--- config.mk ---
export PLATFORM = sky130hd
export DESIGN_NAME = accum_drain
export DESIGN_NICKNAME = d
export VERILOG_FILES = /design/src/rtl/accum_drain_pkg.sv /design/src/rtl/accum_drain.sv
export SDC_FILE = /design/constraint.sdc
export NUM_CORES = 1
export LEC_CHECK = 0
export CORE_MARGIN = 1.5
export CORE_UTILIZATION = 56
export DETAILED_ROUTE_END_ITERATION = 6
export DONT_BUFFER_PORTS = 1
export GPL_TIMING_DRIVEN = 0
export PLACE_DENSITY = 0.74
export SLEW_MARGIN = 40
export SYNTH_ARGS = -nofsm -noshare
export SYNTH_HDL_FRONTEND = slang
export SYNTH_SLANG_ARGS = --single-unit
export TNS_END_PERCENT = 20
--- constraint.sdc ---
create_clock -name clk -period 1.9 [get_ports clk]
set_clock_uncertainty 0.05 [all_clocks]
set_input_delay 0.38 -clock clk [delete_from_list [all_inputs] [get_ports clk]]
set_output_delay 0.38 -clock clk [all_outputs]
set_load 0.03 [all_outputs]
--- src/rtl/accum_drain_pkg.sv ---
// Shared definitions for the systolic accumulator drain logic: FSM encoding
// and the FIFO read latency the drain sequencer is built around.
package accum_drain_pkg;

    localparam int FIFO_READ_LATENCY = 1;

    typedef enum logic [2:0] {
        S_IDLE,
        S_WAIT,
        S_READ,
        S_CAPT,
        S_HOLD,
        S_FIN
    } drain_state_e;

endpackage

--- src/rtl/accum_drain.sv ---
// Drains NUM_COLS accumulator FIFOs row-major onto a valid/ready stream,
// one word per WAIT/READ/CAPT/HOLD pass.
module accum_drain
    import accum_drain_pkg::*;
#(
    parameter int WORD_WIDTH = 8,
    parameter int NUM_COLS   = 4,
    parameter int COL_WIDTH  = 2,
    parameter int ROW_WIDTH  = 8
) (
    input  logic                           clk,
    input  logic                           reset_n,
    input  logic                           start,
    input  logic [ROW_WIDTH-1:0]           num_rows,
    input  logic [NUM_COLS-1:0]            fifo_empty,
    input  logic [NUM_COLS*WORD_WIDTH-1:0] fifo_data,
    output logic [NUM_COLS-1:0]            fifo_r_enable,
    output logic                           out_valid,
    input  logic                           out_ready,
    output logic [WORD_WIDTH-1:0]          out_data,
    output logic [COL_WIDTH-1:0]           out_col,
    output logic                           out_last,
    output logic                           busy,
    output logic                           done
);

    drain_state_e           state_q, state_d;
    logic [ROW_WIDTH-1:0]   rows_q, rows_d;
    logic [ROW_WIDTH-1:0]   row_q, row_d;
    logic [COL_WIDTH-1:0]   col_q, col_d;
    logic [WORD_WIDTH-1:0]  data_q, data_d;
    logic [COL_WIDTH-1:0]   outCol_q, outCol_d;
    logic                   last_q, last_d;
    logic                   lastRow, lastCol;

    assign lastRow = (row_q == rows_q - ROW_WIDTH'(1));
    assign lastCol = (col_q == COL_WIDTH'(NUM_COLS - 1));

    always_ff @(posedge clk or negedge reset_n) begin
        if (!reset_n) begin
            state_q  <= S_IDLE;
            rows_q   <= '0;
            row_q    <= '0;
            col_q    <= '0;
            data_q   <= '0;
            outCol_q <= '0;
            last_q   <= 1'b0;
        end else begin
            state_q  <= state_d;
            rows_q   <= rows_d;
            row_q    <= row_d;
            col_q    <= col_d;
            data_q   <= data_d;
            outCol_q <= outCol_d;
            last_q   <= last_d;
        end
    end

    always_comb begin
        state_d       = state_q;
        rows_d        = rows_q;
        row_d         = row_q;
        col_d         = col_q;
        data_d        = data_q;
        outCol_d      = outCol_q;
        last_d        = last_q;
        fifo_r_enable = '0;
        case (state_q)
            S_IDLE: begin
                if (start) begin
                    if (num_rows != '0) begin
                        rows_d  = num_rows;
                        row_d   = '0;
                        col_d   = '0;
                        state_d = S_WAIT;
                    end else begin
                        state_d = S_FIN;
                    end
                end
            end
            S_WAIT: begin
                if (!fifo_empty[col_q]) state_d = S_READ;
            end
            S_READ: begin
                // Recheck empty so a flag that rose since WAIT never sees a read.
                if (fifo_empty[col_q]) begin
                    state_d = S_WAIT;
                end else begin
                    fifo_r_enable[col_q] = 1'b1;
                    state_d              = S_CAPT;
                end
            end
            S_CAPT: begin
                data_d   = fifo_data[col_q*WORD_WIDTH +: WORD_WIDTH];
                outCol_d = col_q;
                last_d   = lastRow && lastCol;
                state_d  = S_HOLD;
            end
            S_HOLD: begin
                if (out_ready) begin
                    if (last_q) begin
                        state_d = S_FIN;
                    end else begin
                        if (lastCol) begin
                            col_d = '0;
                            row_d = row_q + ROW_WIDTH'(1);
                        end else begin
                            col_d = col_q + COL_WIDTH'(1);
                        end
                        state_d = S_WAIT;
                    end
                end
            end
            S_FIN:   state_d = S_IDLE;
            default: state_d = S_IDLE;
        endcase
    end

    assign out_valid = (state_q == S_HOLD);
    assign out_data  = data_q;
    assign out_col   = outCol_q;
    assign out_last  = last_q;
    assign busy      = (state_q != S_IDLE);
    assign done      = (state_q == S_FIN);

endmodule

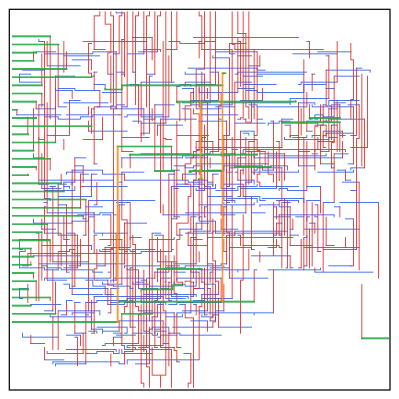
Figure 1: run 1, wiring by layer.
Drawn at 6 px/um.
Key: blue = M1 [wire length 1840 um]; red = M2 [wire length 2400 um]; orange = M4 [wire length 80.2 um]; green = M3 [wire length 369 um]

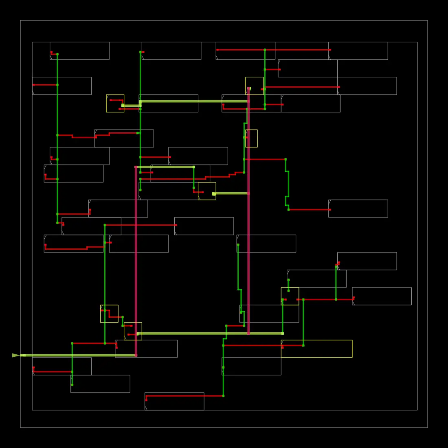
Figure 2: run 1, clock nets.
CTS buffer count: 5
seq_cells: 32
Power Clock: 545 uW
Latency at later pin: 0.36 ns
CLK BUF: 5

==> GITHUB_STEP_SUMMARY, run 1 <==
## Implementation flow summary

| Metric | Value |
|---|---|
| Max-Slew Margin vs Limit | 26.3% |
| H-Tree Depth | 2 |
| Post-synthesis average cell area | 10.6 um^2 |
| Log Warnings | 32 |
| Buffer and inverter count on the worst path | 0 |
| Critical path fanouts, max | 4 |
| Vias in the first global route | 1657 |
| Synthesized Nets | 245 |
| Peak supply drop | 739 uV |
| Routed WL | 4680 um |
| Violated checks | negative setup slack |
| Seq/Total Area, Yosys | 39.4% |
| Cells after Synth | 191 |
| Area leader, netlist | dfrtp_1 |
| Status | finished with violations |
| Multi-input gate area | 1210 um^2 |
| Fin crit period | 2.36 ns |
| Logic pwr share | 42.3% |
| Seq. pwr | 1.34 mW |
| Area delta synth->final | 12.4% |
| Die W | 63.2 um |
| Slew @ Worst Pin | 1.10 ns |
| Worst reg2reg startpoint | state_q[0] |
| Biggest consumer | combinational logic |
| Largest net degree at the start of global routing | 33 |
| Antenna violations before repair | 0 |
| Comb area leader | simple AND/OR/NAND/NOR gates |
| Routability Congestion | 0.852 |
| Mux frac, synth | 18.2% |
| Die height | 63.2 um |
| RSZ-0062 raised after global routing | yes |
| FF+latch count, synth | 32 |
| DIE AREA | 4000 um^2 |
| Vias/cell | 6.20 |
| Root Driver | clkbuf_4 |
| End of the worst register-to-register path | row_q[6] |
| Setup WS post-layout | -0.461 ns |
| CTS tree | done |
| Comb power | 1.38 mW |
| Layout Cells excl Fill | 250 |
| Warnings from Yosys | 0 |
| Pwr/cell area | 1430 nW/um^2 |
| Core area | 3420 um^2 |
| Global-route wire length before repair | 7800 um |
| YS chip area | 2030 um^2 |
| Crit. End Element | output pin |
| Fin. Hold Viols | 0 |
| Sw frac | 43.7% |
| Total gr overflow | 0 |
| Synth Area in XOR/XNOR | 6.47% |
| DR WL met2 | 2400 um |
| All-layer global routing usage | 25.2% |
| Mapped cell area | 2030 um^2 |
| WP depth | 3 |
| Yosys cell count | 191 |
| Crit-path cells | mux4_2 > nor4b_4 > and2_4 |
| Final setup violation count | 20 |
| Drt wl/cell | 18.7 um |
| Seq pwr share | 40.9% |
| Wire length on met1 | 1840 um |
| WHS Path Cells | 2 |
| Setup slack, reg-to-reg | -0.28 ns |
| Hold Crit Start | num_rows[1] |
| First-pass DRT Iterations | 4 |
| Number of synthesized flops with an enable pin | 0 |
| Sw Pwr | 1.43 mW |
| Clk sinks | 32 |
| IO Port Bufs | 0 |
| FF-to-FF path depth | 8 |
| Achievable frequency | 0.423 GHz |
| Simple share | 18.6% |
| Class of the worst hold path | in -> reg |
| Ports | 66 |
| AO/OA Area Share | 9.86% |
| Crit path kind | reg -> out |
| Ys async rst share | 100% |
| CP delay by family, top | simple AND/OR/NAND/NOR gates |
| # placed instances | 237 |
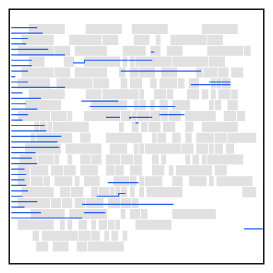
Figure 3: run 1, signal wires on met3.
Drawn at 4 px/um. Cells faint in the background.
47 nets have wire on it. The wires run mostly horizontal. The layer carries 369 um of wire. The layer holds 7.9% of the routed length. The longest straight run is 22.5 um.

[run 1: cells by family (layout without fill, tap and decap cells)]
family / count (synthesis) / after routing
xor+xnor: 15 / 15
fa+ha+maj: 6 / 6
buf+inv: 16 / 29
simple gates: 70 / 70
compound gates: 28 / 28
flops: 32 / 32
mux: 24 / 24
[run 1: stage by stage]
stage	hold WS (ns)	cell area (um^2)	power [mW]	worst slack, ns	TNS [ns]
after CTS	0.0984	2250	3.22	-0.451	-4.30
after floorplan	0.0344	2060	2.37	-0.0315	-0.126
after detailed placement	0.0356	2120	2.62	-0.208	-2.66
final	0.103	2280	3.26	-0.461	-4.04
after global placement	0.0355	2110	2.53	-0.125	-1.55
after global routing	0.0980	2280	3.47	-0.545	-7.04
[run 1: Yosys cell counts (3+ instances only)]
master,instances
nor3_1,11
buf_2,3
nand2b_1,3
clkbuf_1,3
dfrtp_1,32
nand3_1,4
nand2_1,18
nand3b_1,3
mux4_2,9
and2_1,4
nor2_1,11
nor4_2,3
xnor2_1,13
ha_1,6
o21ai_0,8
mux2_2,14
inv_1,7
[run 1: routing by layer]
metal | up-vias | GRT usage [%]
met5 | - | 0
met4 | 0 | 7.61
met3 | 8 | 7.86
met2 | 65 | 43.9
met1 | 762 | 29.9
li1 | 716 | -
[run 1: cells in the final DEF, fill, tap and decap left out, types with 3 or more instances in the layout]
| cell type | n |
|---|---|
| buf_4 | 4 |
| mux4_2 | 9 |
| dfrtp_1 | 31 |
| inv_1 | 7 |
| mux2_2 | 14 |
| nor2_1 | 11 |
| nand3_1 | 4 |
| nand3b_1 | 3 |
| clkbuf_4 | 6 |
| nand2b_1 | 3 |
| clkbuf_1 | 3 |
| nand2_1 | 18 |
| o21ai_0 | 8 |
| xnor2_1 | 13 |
| ha_1 | 6 |
| and2_4 | 4 |
| nor4_2 | 3 |
| nor3_1 | 11 |
[run 1: final cells by class]
cell class                 count  share of cell area [%]
timing repair buffer           5                    2.30
inverter                       8                    1.32
multi-input combinational    143                    53.1
clock inverter                 3                    1.86
sequential                    32                    35.1
buffer                         8                    2.08
tap                           46                    2.52
clock buffer                   5                    1.64
[run 1: flip-flops by register name, summed over array words and instances, names as in the netlist]
name and flops:
out_data 8, row_q 8, rows_q 8, state_q 3
col_q 2, out_col 2, out_last 1
[run 1: worst reg2reg max path, stage by stage (launching register included)]
cell      delay [ns]
dfrtp_1         0.34
buf_4           0.17
inv_2           0.07
nand3b_2        0.11
inv_1           0.21
a2111o_1        0.57
nor4_2          0.34
xnor2_1         0.17
nor2_2          0.05
[run 1: worst max-delay path by stage]
stage               slack, ns               end        from
floorplan               -0.03  fifo_r_enable[0]    col_q[0]
global route            -0.54  fifo_r_enable[1]    col_q[0]
global placement        -0.13          row_q[7]  state_q[0]
finish                  -0.46  fifo_r_enable[3]    col_q[0]
detailed placement      -0.21          row_q[6]  state_q[0]
CTS                     -0.45  fifo_r_enable[1]    col_q[0]
[run 1: what timing repair did]
item	4_1_cts	5_1_grt
endpoints found under the hold margin	32	0
gates resized	3	2
endpoints found under the setup margin	21	28
pin swaps	3	5
setup buffers	1	2
hold buffers	2	0
==> run 2, diff against run 1 <==
--- a/config.mk
+++ b/config.mk
@@ -9,6 +9,7 @@
 export CORE_UTILIZATION = 56
 export DETAILED_ROUTE_END_ITERATION = 6
 export DONT_BUFFER_PORTS = 1
+export GPL_ROUTABILITY_DRIVEN = 0
 export GPL_TIMING_DRIVEN = 0
 export PLACE_DENSITY = 0.74
 export SLEW_MARGIN = 40
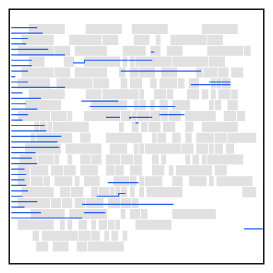
Figure 4: run 2, signal wires on met3.
Drawn at 4 px/um. Cells faint in the background.
The layer holds 7.9% of the routed length. The longest straight run is 22.5 um. The wires run mostly horizontal. The layer carries 369 um of wire. 47 nets have wire on it.

==> run 2 against run 1 <==
Compared with the run above: the flow still finishes with violations (negative setup slack); power unchanged; die size unchanged; final area unchanged; via count unchanged; critical path type unchanged.
==> GITHUB_STEP_SUMMARY, run 2 <==
## Implementation flow summary

| Metric | Value |
|---|---|
| Die height | 63.2 um (unchanged) |
| Root Driver | clkbuf_4 |
| Total gr overflow | 0 (unchanged) |
| Area delta synth->final | 12.4% (unchanged) |
| Logic pwr share | 42.3% (about the same) |
| Critical path fanouts, max | 4 (unchanged) |
| Fin util | 66.8% |
| Fin Hold WS | 0.103 ns (unchanged) |
| Antenna violations before repair | 0 (unchanged) |
| Violated checks | negative setup slack |
| Synthesized Nets | 245 (unchanged) |
| Drt wl/cell | 18.7 um (unchanged) |
| Slew @ Worst Pin | 1.10 ns (unchanged) |
| Post-synthesis average cell area | 10.6 um^2 (unchanged) |
| Setup WS post-layout | -0.461 ns (unchanged) |
| Commonest cells post-synth | dfrtp_1 (32), nand2_1 (18), mux2_2 (14), xnor2_1 (13) |
| Critical Path AT | 1.93 ns |
| Crit start category | flop |
| Starting DRT DRC Count | 80 |
| Fin. Hold Viols | 0 (unchanged) |
| Crit path kind | reg -> out |
| Synth cell types | 47 |
| YS chip area | 2030 um^2 (unchanged) |
| Most common flop cell mapped by yosys | dfrtp_1 |
| Global-route wire length before repair | 7800 um (unchanged) |
| FF+latch count, synth | 32 (unchanged) |
| Largest net degree at the start of global routing | 33 (unchanged) |
| Fillers | 269 |
| Clock-pin slew on the worst setup and hold paths | 0.11 ns |
| Commonest Layout Cell | dfrtp_1 |
| Most common logic cells in the final layout | dfrtp_1 (31), nand2_1 (18), mux2_2 (14), xnor2_1 (13) |
| First-pass DRT Iterations | 4 (unchanged) |
| Layout Cells excl Fill | 250 (unchanged) |
| Area share of the leading cell type in the synthesized netlist | 39.4% |
| CTS tree | done |
| CTS buffer count | 5 (unchanged) |
| Final ANT Viol Nets | 0 |
| Int Power | 1.84 mW |
| Vias/cell | 6.20 (unchanged) |
| Seq pwr share | 40.9% (about the same) |
| Share of post-route cells with drive strength above 1 | 28.4% |
| Ys async rst share | 100% (unchanged) |
| HPWL reported at the end of detailed placement | 3330 um |
| Fin crit period | 2.36 ns (unchanged) |
| Yosys cell count | 191 (unchanged) |
| Sw frac | 43.7% (unchanged) |
| Warnings from Yosys | 0 (unchanged) |
| Final setup violation count | 20 (unchanged) |
| Fin. max-slew vios | 0 |
| All-layer global routing usage | 25.2% (unchanged) |
| Log Warnings | 32 (unchanged) |
| Initial Util | 59.5% |
| DIE AREA | 4000 um^2 (unchanged) |
| Max-Slew Margin vs Limit | 26.3% (unchanged) |
| Pwr Total | 3.26 mW (unchanged) |
| IO Port Bufs | 0 (unchanged) |
| Seq/Total Area, Yosys | 39.4% (unchanged) |
| Crit. End Element | output pin |
| FF/Latch Area | 802 um^2 |
| Clock Tree Buf Depth | 2 |
| Cells after Synth | 191 (unchanged) |
| Multi-input gate area | 1210 um^2 (unchanged) |
| Number of diodes | 0 |
| Die W | 63.2 um (unchanged) |
| Class of the worst hold path | in -> reg |
| Worst endpoint required time | 1.47 ns |
| RSZ-0062 raised after global routing | yes |
| FP Rows | 21 |
| H-Tree Depth | 2 (unchanged) |
| Reported max-cap violation count | 0 |
| Routed WL | 4680 um (unchanged) |
| NumNets Final | 257 |
| Period utilization | 124% |
| # placed instances | 237 (unchanged) |
| Achievable frequency | 0.423 GHz (unchanged) |
| Status | finished with violations |
| Number of synthesized flops with an enable pin | 0 (unchanged) |
| Ports | 66 (unchanged) |
| Top cells by area | dfrtp_1 (39%), mux4_2 (10%), mux2_2 (7.8%) |
| Count leader, synth | dfrtp_1 |
| Mapped cell area | 2030 um^2 (unchanged) |
| Peak supply drop | 739 uV (unchanged) |
| Latency at later pin | 0.36 ns (about the same) |
| Sw Pwr | 1.43 mW (unchanged) |
| Detailed-route via count | 1551 |
| Clk network pwr share | 16.7% |
| Core area | 3420 um^2 (unchanged) |
| Vias in the first global route | 1657 (unchanged) |
| Pwr/cell area | 1430 nW/um^2 (unchanged) |
| Area leader, netlist | dfrtp_1 |
| Leak | 0.904 nW |
| DRC | 0 |
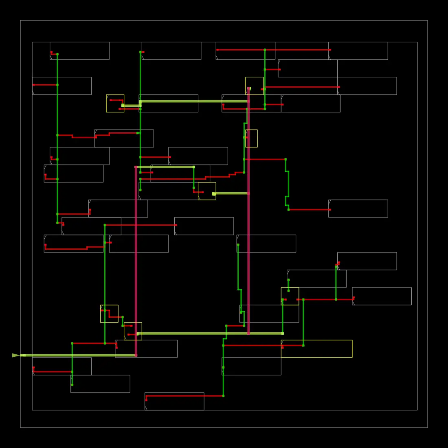
Figure 5: run 2, clock nets.
clk sinks: 32

run 2: cell type report:
type | count | share of cell area [%]
repair buffers | 5 | 2.30
multi-input cells | 143 | 53.1
well taps | 46 | 2.52
clock inverters | 3 | 1.86
inverters | 8 | 1.32
plain buffers | 8 | 2.08
flip-flops and latches | 32 | 35.1
clock buffers | 5 | 1.64
run 2: power groups by stage:
stage                     sequential [mW]  combinational (mW)  clock [mW]
after floorplan                      1.28                1.09           0
after detailed placement             1.34                1.28           0
after global placement               1.33                1.21           0
final                                1.34                1.38       0.545
after CTS                            1.34                1.33       0.553
after global routing                 1.37                1.52       0.583
run 2: worst max-delay path, cell delays in order, from the launching register on:
cell and delay [ns]:
dfrtp_2 0.42, mux4_2 0.55, nor4b_4 0.35, and2_4 0.26
run 2: worst paths after layout:
check / from / end / slack (ns) / cells past startpoint
worst max-delay path: col_q[0] / fifo_r_enable[3] / -0.46 / 3
worst min-delay path: num_rows[1] / rows_q[1] / 0.10 / 2
worst max register to register: state_q[0] / row_q[6] / -0.28 / 8
worst min register to register: state_q[1] / state_q[0] / 0.55 / 2
max in group asynchronous: reset_n / col_q[0] / 1.20 / 2
min in group asynchronous: reset_n / row_q[7] / 0.40 / 2
run 2: logic make-up after synthesis:
family	count (synthesis)	synth area share, %
AOI/OAI and AO/OA	28	9.86
xor gates and xnor gates	15	6.47
adders and majority gates	6	3.70
buffers and inverters	16	3.70
DFF	32	39.4
muxes	24	18.2
and+or+nand+nor	70	18.6
run 2: metrics by stage:
stage / worst slack (ns) / setup TNS [ns] / instance area [um^2]
finish: -0.461 / -4.04 / 2280
global route: -0.545 / -7.04 / 2280
CTS: -0.451 / -4.30 / 2250
detailed placement: -0.208 / -2.66 / 2120
global placement: -0.125 / -1.55 / 2110
floorplan: -0.0315 / -0.126 / 2060
run 2: routing by layer:
layer  track usage [%]  wire length, um  part of all wire [%]
met3              7.86              369                   7.9
met1              29.9             1840                    39
met4              7.61               80                   1.7
met5                 0                0                     0
met2              43.9             2400                    51
run 2: repair_timing:
action,CTS,global route
endpoints found under the hold margin,32,0
resized,3,2
buffers inserted,1,2
hold buffers,2,0
pin swaps,3,5
endpoints found under the setup margin,21,28
No activity file was given, so power comes from the tool's default toggle rates.
